**src/rtl/tomasula_types.sv**
```systemverilog
// ============================================================================
//  Module      : tomasula_types (package)
//  Description : Shared types for the Tomasulo back end. cdb_data is the
//                packet broadcast on the common data bus: {tag, data}.
//                CDB_W is its width. cdb_vec_t is a fixed-size array of
//                packets, sized by the default requester count.
//  Revision    : 1.0 - initial release
// ============================================================================
`default_nettype none

package tomasula_types;

    typedef struct packed {
        logic [2:0]  tag;
        logic [31:0] data;
    } cdb_data;

    localparam int CDB_W      = $bits(cdb_data);
    localparam int N_REQ_DFLT = 4;

    typedef cdb_data cdb_vec_t [N_REQ_DFLT];

endpackage

`default_nettype wire

```
**src/rtl/rr_arbiter.sv**
```systemverilog
// ============================================================================
//  Module      : rr_arbiter
//  Description : Purely combinational round-robin arbiter. Scans the request
//                vector starting at i_ptr and wrapping modulo N_REQ. It
//                grants the first set bit it finds.
//  Ports       : i_req  - request vector
//                i_ptr  - highest-priority index for this cycle
//                o_gnt  - one-hot grant, all zeros when there is no request
//                o_idx  - encoded grant index, 0 when there is no request
//                o_any  - at least one grant issued
//  Revision    : 1.0 - initial release
// ============================================================================
`default_nettype none

module rr_arbiter #(
    parameter int N_REQ = 4,
    parameter int PTR_W = $clog2(N_REQ)
) (
    input  logic [N_REQ-1:0] i_req,
    input  logic [PTR_W-1:0] i_ptr,
    output logic [N_REQ-1:0] o_gnt,
    output logic [PTR_W-1:0] o_idx,
    output logic             o_any
);

    logic [PTR_W:0]   w_sum;
    logic [PTR_W-1:0] w_cand;
    logic             w_hit;

    // Walk the candidates in priority order. The sum is one bit wider than
    // the pointer so that the modulo wrap works for any N_REQ. A single
    // subtract is enough because i_ptr < N_REQ and k < N_REQ.
    always_comb begin
        o_gnt  = '0;
        o_idx  = '0;
        w_hit  = 1'b0;
        w_sum  = '0;
        w_cand = '0;
        for (int k = 0; k < N_REQ; k++) begin
            w_sum = {1'b0, i_ptr} + (PTR_W+1)'(k);
            if (w_sum >= (PTR_W+1)'(N_REQ)) begin
                w_sum = w_sum - (PTR_W+1)'(N_REQ);
            end
            w_cand = w_sum[PTR_W-1:0];
            if (!w_hit && i_req[w_cand]) begin
                w_hit         = 1'b1;
                o_gnt[w_cand] = 1'b1;
                o_idx         = w_cand;
            end
        end
    end

    assign o_any = w_hit;

endmodule

`default_nettype wire

```
**src/rtl/cdb_arbiter.sv**
```systemverilog
// ============================================================================
//  Module      : cdb_arbiter
//  Description : Shares the common data bus among N_REQ functional units.
//                Each requester has a one-entry holding buffer. Full buffers
//                are granted round-robin, one per cycle, onto a registered
//                CDB.
//  Ports       : clk, rst         - clock, synchronous active-high reset
//                flush            - drops all buffered and in-flight results
//                req_valid/ready  - per-requester accept handshake
//                req_data         - per-requester cdb_data packet
//                cdb_valid        - registered broadcast valid
//                cdb_out          - registered broadcast packet
//                grant_idx        - source index of cdb_out
//  Revision    : 1.0 - initial release
// ============================================================================
`default_nettype none

module cdb_arbiter
    import tomasula_types::*;
#(
    parameter int N_REQ = 4,
    parameter int PTR_W = $clog2(N_REQ)
) (
    input  logic                 clk,
    input  logic                 rst,
    input  logic                 flush,
    input  logic [N_REQ-1:0]     req_valid,
    input  cdb_data [N_REQ-1:0]  req_data,
    output logic [N_REQ-1:0]     req_ready,
    output logic                 cdb_valid,
    output cdb_data              cdb_out,
    output logic [PTR_W-1:0]     grant_idx
);

    logic [N_REQ-1:0]    r_buf_valid;
    cdb_data [N_REQ-1:0] r_buf_data;
    logic [PTR_W-1:0]    r_rr_ptr;
    logic                r_cdb_valid;
    cdb_data             r_cdb_out;
    logic [PTR_W-1:0]    r_grant_idx;

    logic [N_REQ-1:0]    w_gnt;
    logic [N_REQ-1:0]    w_accept;
    logic [PTR_W-1:0]    w_gnt_idx;
    logic [PTR_W-1:0]    w_ptr_next;
    logic                w_any;
    logic                w_open;

    rr_arbiter #(
        .N_REQ (N_REQ),
        .PTR_W (PTR_W)
    ) u_rr_arbiter (
        .i_req (r_buf_valid),
        .i_ptr (r_rr_ptr),
        .o_gnt (w_gnt),
        .o_idx (w_gnt_idx),
        .o_any (w_any)
    );

    // A buffer that drains this cycle can take a new packet in the same
    // cycle. This gives one result per requester per cycle when there is no
    // contention.
    assign w_open    = !rst && !flush;
    assign req_ready = {N_REQ{w_open}} & (~r_buf_valid | w_gnt);
    assign w_accept  = req_valid & req_ready;

    // After a grant, priority moves to the requester after the winner.
    assign w_ptr_next = (w_gnt_idx == PTR_W'(N_REQ-1)) ? '0
                                                       : w_gnt_idx + PTR_W'(1);

    always_ff @(posedge clk) begin
        if (rst) begin
            r_buf_valid <= '0;
            r_buf_data  <= '0;
            r_rr_ptr    <= '0;
            r_cdb_valid <= 1'b0;
            r_cdb_out   <= '0;
            r_grant_idx <= '0;
        end else if (flush) begin
            // The pointer is kept so fairness carries across a mispredict.
            // cdb_out and grant_idx keep their values; without cdb_valid
            // they carry no meaning.
            r_buf_valid <= '0;
            r_cdb_valid <= 1'b0;
        end else begin
            r_buf_valid <= (r_buf_valid & ~w_gnt) | w_accept;
            for (int i = 0; i < N_REQ; i++) begin
                if (w_accept[i]) begin
                    r_buf_data[i] <= req_data[i];
                end
            end
            r_cdb_valid <= w_any;
            if (w_any) begin
                r_cdb_out   <= r_buf_data[w_gnt_idx];
                r_grant_idx <= w_gnt_idx;
                r_rr_ptr    <= w_ptr_next;
            end
        end
    end

    assign cdb_valid = r_cdb_valid;
    assign cdb_out   = r_cdb_out;
    assign grant_idx = r_grant_idx;

endmodule

`default_nettype wire

```
**config.mk**
```make
export PLATFORM = sky130hd
export DESIGN_NAME = cdb_arbiter
export DESIGN_NICKNAME = d
export VERILOG_FILES = /design/src/rtl/tomasula_types.sv /design/src/rtl/rr_arbiter.sv /design/src/rtl/cdb_arbiter.sv
export SDC_FILE = /design/constraint.sdc
export NUM_CORES = 1
export LEC_CHECK = 0
export CAP_MARGIN = 5
export CELL_PAD_IN_SITES_DETAIL_PLACEMENT = 0
export CELL_PAD_IN_SITES_GLOBAL_PLACEMENT = 2
export CORE_ASPECT_RATIO = 1.4
export CORE_MARGIN = 3
export CORE_UTILIZATION = 33
export DETAILED_ROUTE_END_ITERATION = 10
export PLACE_DENSITY_LB_ADDON = 0.1
export SYNTH_ARGS = -nofsm -noshare
export SYNTH_HDL_FRONTEND = slang
export SYNTH_SLANG_ARGS = --single-unit
```
**constraint.sdc**
```tcl
create_clock -name clk -period 6.03 [get_ports clk]
set_clock_uncertainty 0.05 [all_clocks]
set_input_delay 1.5075 -clock clk [delete_from_list [all_inputs] [get_ports clk]]
set_output_delay 1.5075 -clock clk [all_outputs]
set_load 0.005 [all_outputs]
```
==> ci_impl_report.md, run 1 <==
## Implementation flow summary

| Metric | Value |
|---|---|
| Startpoint types | flip-flop |
| Placed instance area | 10400 um^2 |
| Ys flop type | dfxtp_1 |
| Num CTS Buffers | 17 |
| First-pass DRT Iterations | 4 |
| CP arrival | 3580 ps |
| Final Cell Area | 11000 um^2 |
| Post-CTS sizing | 0 |
| # IOs | 189 |
| Syn Area/Cell | 9.71 um^2 |
| Critical path endpoint category | primary output |
| H-tree lvl count | 4 |
| Crit path largest cell delay | 670 ps |
| Pleak | 0.00482 uW |
| Antenna cells | 0 |
| Initial DRC count | 262 |
| Layout cells sized above 1 | 6.91% |
| Die ar. | 27400 um^2 |
| Post-route DRC violation count | 0 |
| Die width | 141 um |
| Worst setup startpoint | r_rr_ptr[1] |
| Slew Limit Fails | 0 |
| Vias in the first global route | 6738 |
| Setup TNS | 0 ps |
| Hold slack | 407 ps |
| Layout Area Growth over Synthesis | 30.7% |
| Power consumption | 2890 uW |
| Cell mode on critical path | nor3_1 |
| Outcome | complete, no violations |
| Cell area power density | 263 nW/um^2 |
==> run 1: layer usage <==
layer	up-vias	routed length, um	track usage, %
met2	165	12300	31.4
met1	3116	11200	23.1
met3	16	1260	4.38
li1	3316	-	-
met4	4	204	4.20
met5	-	34	0
==> run 1: power breakdown <==
part	total, uW	internal [uW]	switching [uW]
logic	485	230	255
registers	1290	1260	28.3
clock network	1120	592	523
==> run 1: worst register-to-register path: stages (launching register included) <==
cell,delay [ps]
dfxtp_1,520
inv_1,170
ha_1,500
mux4_2,670
o21bai_2,280
a21o_2,200
buf_4,300
nand2_8,370
inv_6,170
ha_1,340
mux2i_1,140
nor2_1,50
==> run 1: cell usage after synthesis (4+ instances only) <==
master	instances	area, um^2
a21boi_0	29	218
a21o_1	5	37.5
a21oi_1	8	40.0
and3_1	31	194
buf_2	10	50.1
buf_4	7	52.6
buf_6	14	158
clkbuf_1	35	131
dfxtp_1	184	3680
ha_1	7	87.6
inv_1	10	37.5
mux2_1	27	304
mux2_2	8	90.1
mux2i_1	140	1400
mux4_2	4	90.1
nand2_1	54	203
nor2_1	122	458
nor2b_1	37	231
nor3_1	8	40.0
o211ai_1	35	263
o21a_1	4	30.0
o21ai_0	10	50.1
o21ai_1	28	140
==> run 1: flip-flops by register name, indices dropped and copies added, names as in the netlist <==
| name | cells |
|---|---|
| cdb_out | 35 |
| cdb_valid | 1 |
| grant_idx | 2 |
| r_buf_data | 140 |
| r_buf_valid | 4 |
| r_rr_ptr | 2 |
==> run 1: per-stage QoR <==
stage | instances | worst slack (ps) | util [%]
global placement | 1310 | 1410 | 41.8
global route | 1342 | 550 | 44.2
finish | 1342 | 895 | 44.2
floorplan | 865 | 2080 | -
CTS | 1342 | 856 | 44.2
detailed placement | 1310 | 1360 | 41.8
==> run 1: cell families after synthesis <==
family                   after synthesis  share of synthesized area (%)
buffers and inverters                 80                           5.51
AND-OR/OR-AND                        145                           12.0
adder cells (fa/ha/maj)                7                           1.04
AND/OR/NAND/NOR                      270                           15.1
multiplexers                         179                           22.5
flip-flops                           184                           43.9
==> run 1: layout make-up <==
cell class | count | area (um^2)
inverter | 11 | 46.3
clock buffer | 18 | 439
timing repair buffer | 199 | 1960
sequential | 184 | 3680
tap | 315 | 394
fill | 2454 | 13900
multi-input combinational | 601 | 4310
clock inverter | 14 | 141
==> run 1: worst max-delay path by stage <==
stage	to	slack (ps)
floorplan	req_ready[2]	2080
global placement	req_ready[3]	1410
detailed placement	req_ready[3]	1360
CTS	req_ready[3]	860
global route	req_ready[3]	550
finish	req_ready[3]	890
==> run 1: cell usage in the layout (no fill, tap or decap), drive strengths merged, types with 2 or more instances in the layout <==
cell / n
nor2: 122
o211ai: 36
a32o: 3
nand2b: 2
buf: 12
a21boi: 30
clkdlybuf4s50: 187
a21o: 5
clkinvlp: 5
mux2: 35
or3: 2
nand2: 55
ha: 7
nor2b: 38
o21ai: 38
nand3b: 3
a21oi: 8
o31ai: 3
clkbuf: 18
o311ai: 3
and2: 2
and3: 31
a31oi: 3
inv: 17
nor3: 8
clkinv: 2
dfxtp: 184
mux2i: 140
o21a: 4
nand3: 2
mux4: 4
a211oi: 3
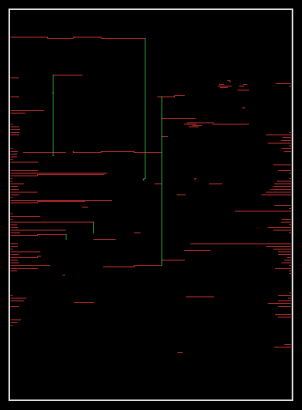
Figure 1: run 1, wiring by layer.
Scale: 2 px per um. Only two layers are drawn.
layer	colour	wire length
M4	green	204 um
M3	red	1260 um
total wire length: 25000 um
overall routing resource usage: 18.3%
Vias: 6617
WL/cell: 18.6 um

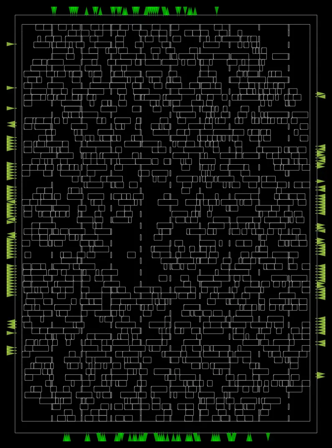
Figure 2: run 1, cell outlines without signal wires.
count of flip-flops and latches: 184
fillers: 2454

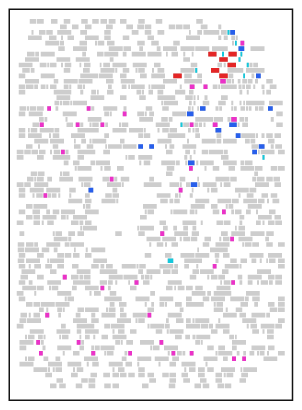
Figure 3: run 1, gate families picked out.
Scale: 2 px per um.
family	colour	cells
and/or cells	magenta	38
non-inverting ao/oa cells	blue	16
fa/ha/maj cells	red	7
inv cells	cyan	11
Final Non-Filler Cells: 1342
most frequent logic cell in the layout: clkdlybuf4s50_1

## Run 2: what changed since run 1
REMOVE_ABC_BUFFERS = 1   (was unset)
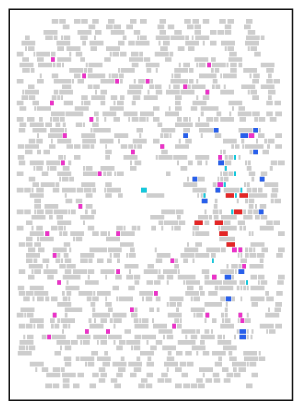
Figure 4: run 2, gate families picked out.
Scale: 2 px per um.
family	colour	cells
and/or cells	magenta	38
inv cells	cyan	11
fa/ha/maj cells	red	7
non-inverting ao/oa cells	blue	16

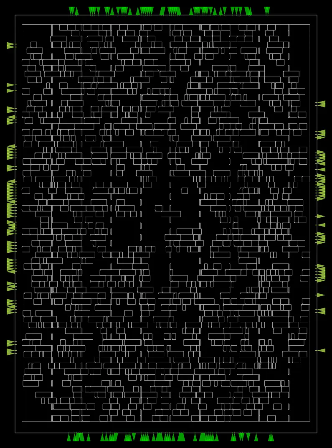
Figure 5: run 2, cell outlines without signal wires.
fillers: 2466
# rows: 68
utilization after layout: 44.0%

==> run 2 against run 1 <==
Against the previous run: worst setup slack got worse by 30 ps; sequential share of layout area grew 0.14 points; worst hold slack gained 11 ps; register-to-register slack got worse by 40 ps; via count decreased by 0.11%; combinational power is essentially flat; utilization is 0.18 points lower; clock-buffer cell count up 6; synthesized area unchanged; largest cell class unchanged; largest power group unchanged.
==> ci_impl_report.md, run 2 <==
## Implementation flow summary

| Metric | Value |
|---|---|
| Outcome | complete, no violations |
| WL/cell | 18.7 um |
| Post-CTS sizing | 0 |
| Clock power share | 36.8% |
| Crit path largest cell delay | 670 ps |
| CP arrival | 3610 ps |
| Switching share of power | 27.0% |
| Vias in the first global route | 6816 |
| Reg power frac | 46.1% |
| Mux frac, synth | 22.5% |
| Vias | 6610 |
| Ys flop type | dfxtp_1 |
| Post-synth area hogs | dfxtp_1 (44%), mux2i_1 (17%), nor2_1 (5.5%), mux2_1 (3.6%), o211ai_1 (3.1%) |
| Worst setup startpoint | r_rr_ptr[1] |
| Layout Area Growth over Synthesis | 30.1% |
| Count leader, synth | dfxtp_1 |
| Post-Synth XOR/XNOR Area | 0% |
| Layout cells sized above 1 | 6.52% |
| Biggest register | r_buf_data |
| Num CTS Buffers | 17 |
| Max FFs per register | 140 |
| Top cell area share | 43.9% |
| Initial DRC count | 229 |
| Net load switching power | 756 uW |
| Startpoint types | flip-flop |
| Cell mode on critical path | nor3_1 |
| Cell area power density | 257 nW/um^2 |
| Total wire length | 25100 um |
| Top logic family | multiplexers |
| Final Cell Area | 10900 um^2 |
| Pre-CTS setup slack | 1340 ps |
| Overall routing resource usage | 18.4% |
| Placed instance area | 10400 um^2 |
| Slew Limit Fails | 0 |
| Critical path endpoint category | primary output |
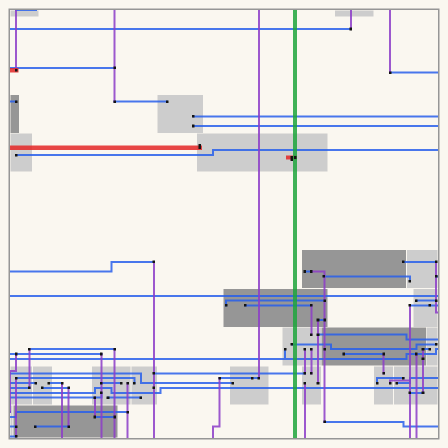
Figure 6: run 2, layout detail.
Region (55, 82) to (85, 112) um. Cells in grey, sequential cells in the stronger grey; small squares are vias.
layer	colour
M4	green
M1	blue
M3	red
M2	purple
most frequent	dfxtp_1 (4), nor2_1 (2), buf_4 (2)
cells with their middle in the window	17
sequential cells in the window	4
netlist names of flops here include	r_buf_data (3), cdb_out (1)

==> run 2: logic make-up (layout without fill, tap and decap cells) <==
family / Yosys count / after routing
flip-flops: 184 / 184
AND/OR/NAND/NOR: 270 / 270
buffers and inverters: 80 / 242
AND-OR/OR-AND: 145 / 145
adder cells (fa/ha/maj): 7 / 7
multiplexers: 179 / 179
==> run 2: layout make-up <==
class,count,area (um^2)
fillers,2466,13900
multi-input cells,601,4310
flip-flops and latches,184,3680
repair buffers,200,1970
clock buffers,24,482
well taps,315,394
clock inverters,7,46.3
inverters,11,46.3
==> run 2: metrics by stage <==
step	setup TNS [ps]	hold slack (ps)	instances	utilization, %
after CTS	0	422	1342	44.0
after global placement	0	403	1311	41.9
final	0	418	1342	44.0
after global routing	0	435	1342	44.0
after floorplan	-39370	394	796	-
after detailed placement	0	411	1311	41.9
==> run 2: path summary, 6_finish.rpt <==
check             slack (ps)      endpoint
hold reg to reg          420   cdb_out[12]
setup reg to reg        2100   r_rr_ptr[0]
hold / removal           420   cdb_out[12]
setup / recovery         860  req_ready[3]
==> run 2: power by group through the flow <==
stage / Clock, uW / Combinational [uW] / Sequential, uW
floorplan: 0 / 254 / 1310
global placement: 0 / 494 / 1320
finish: 1030 / 482 / 1290
global route: 1110 / 530 / 1300
detailed placement: 0 / 491 / 1320
CTS: 1070 / 494 / 1290
==> run 2: critical path: cells and delay by family (launching register included) <==
kind	cells	cell delay [ps]
buf+inv	2	700
fa+ha+maj	1	490
simple gates	3	470
mux	1	670
compound gates	1	310
flops	1	530
==> run 2: routing by layer <==
layer,GRT usage (%),part of all wire (%)
met1,22.2,43
met2,32.8,51
met3,4.31,4.6
met4,4.70,1.1
met5,0,0
No activity file was given, so power comes from the tool's default toggle rates.
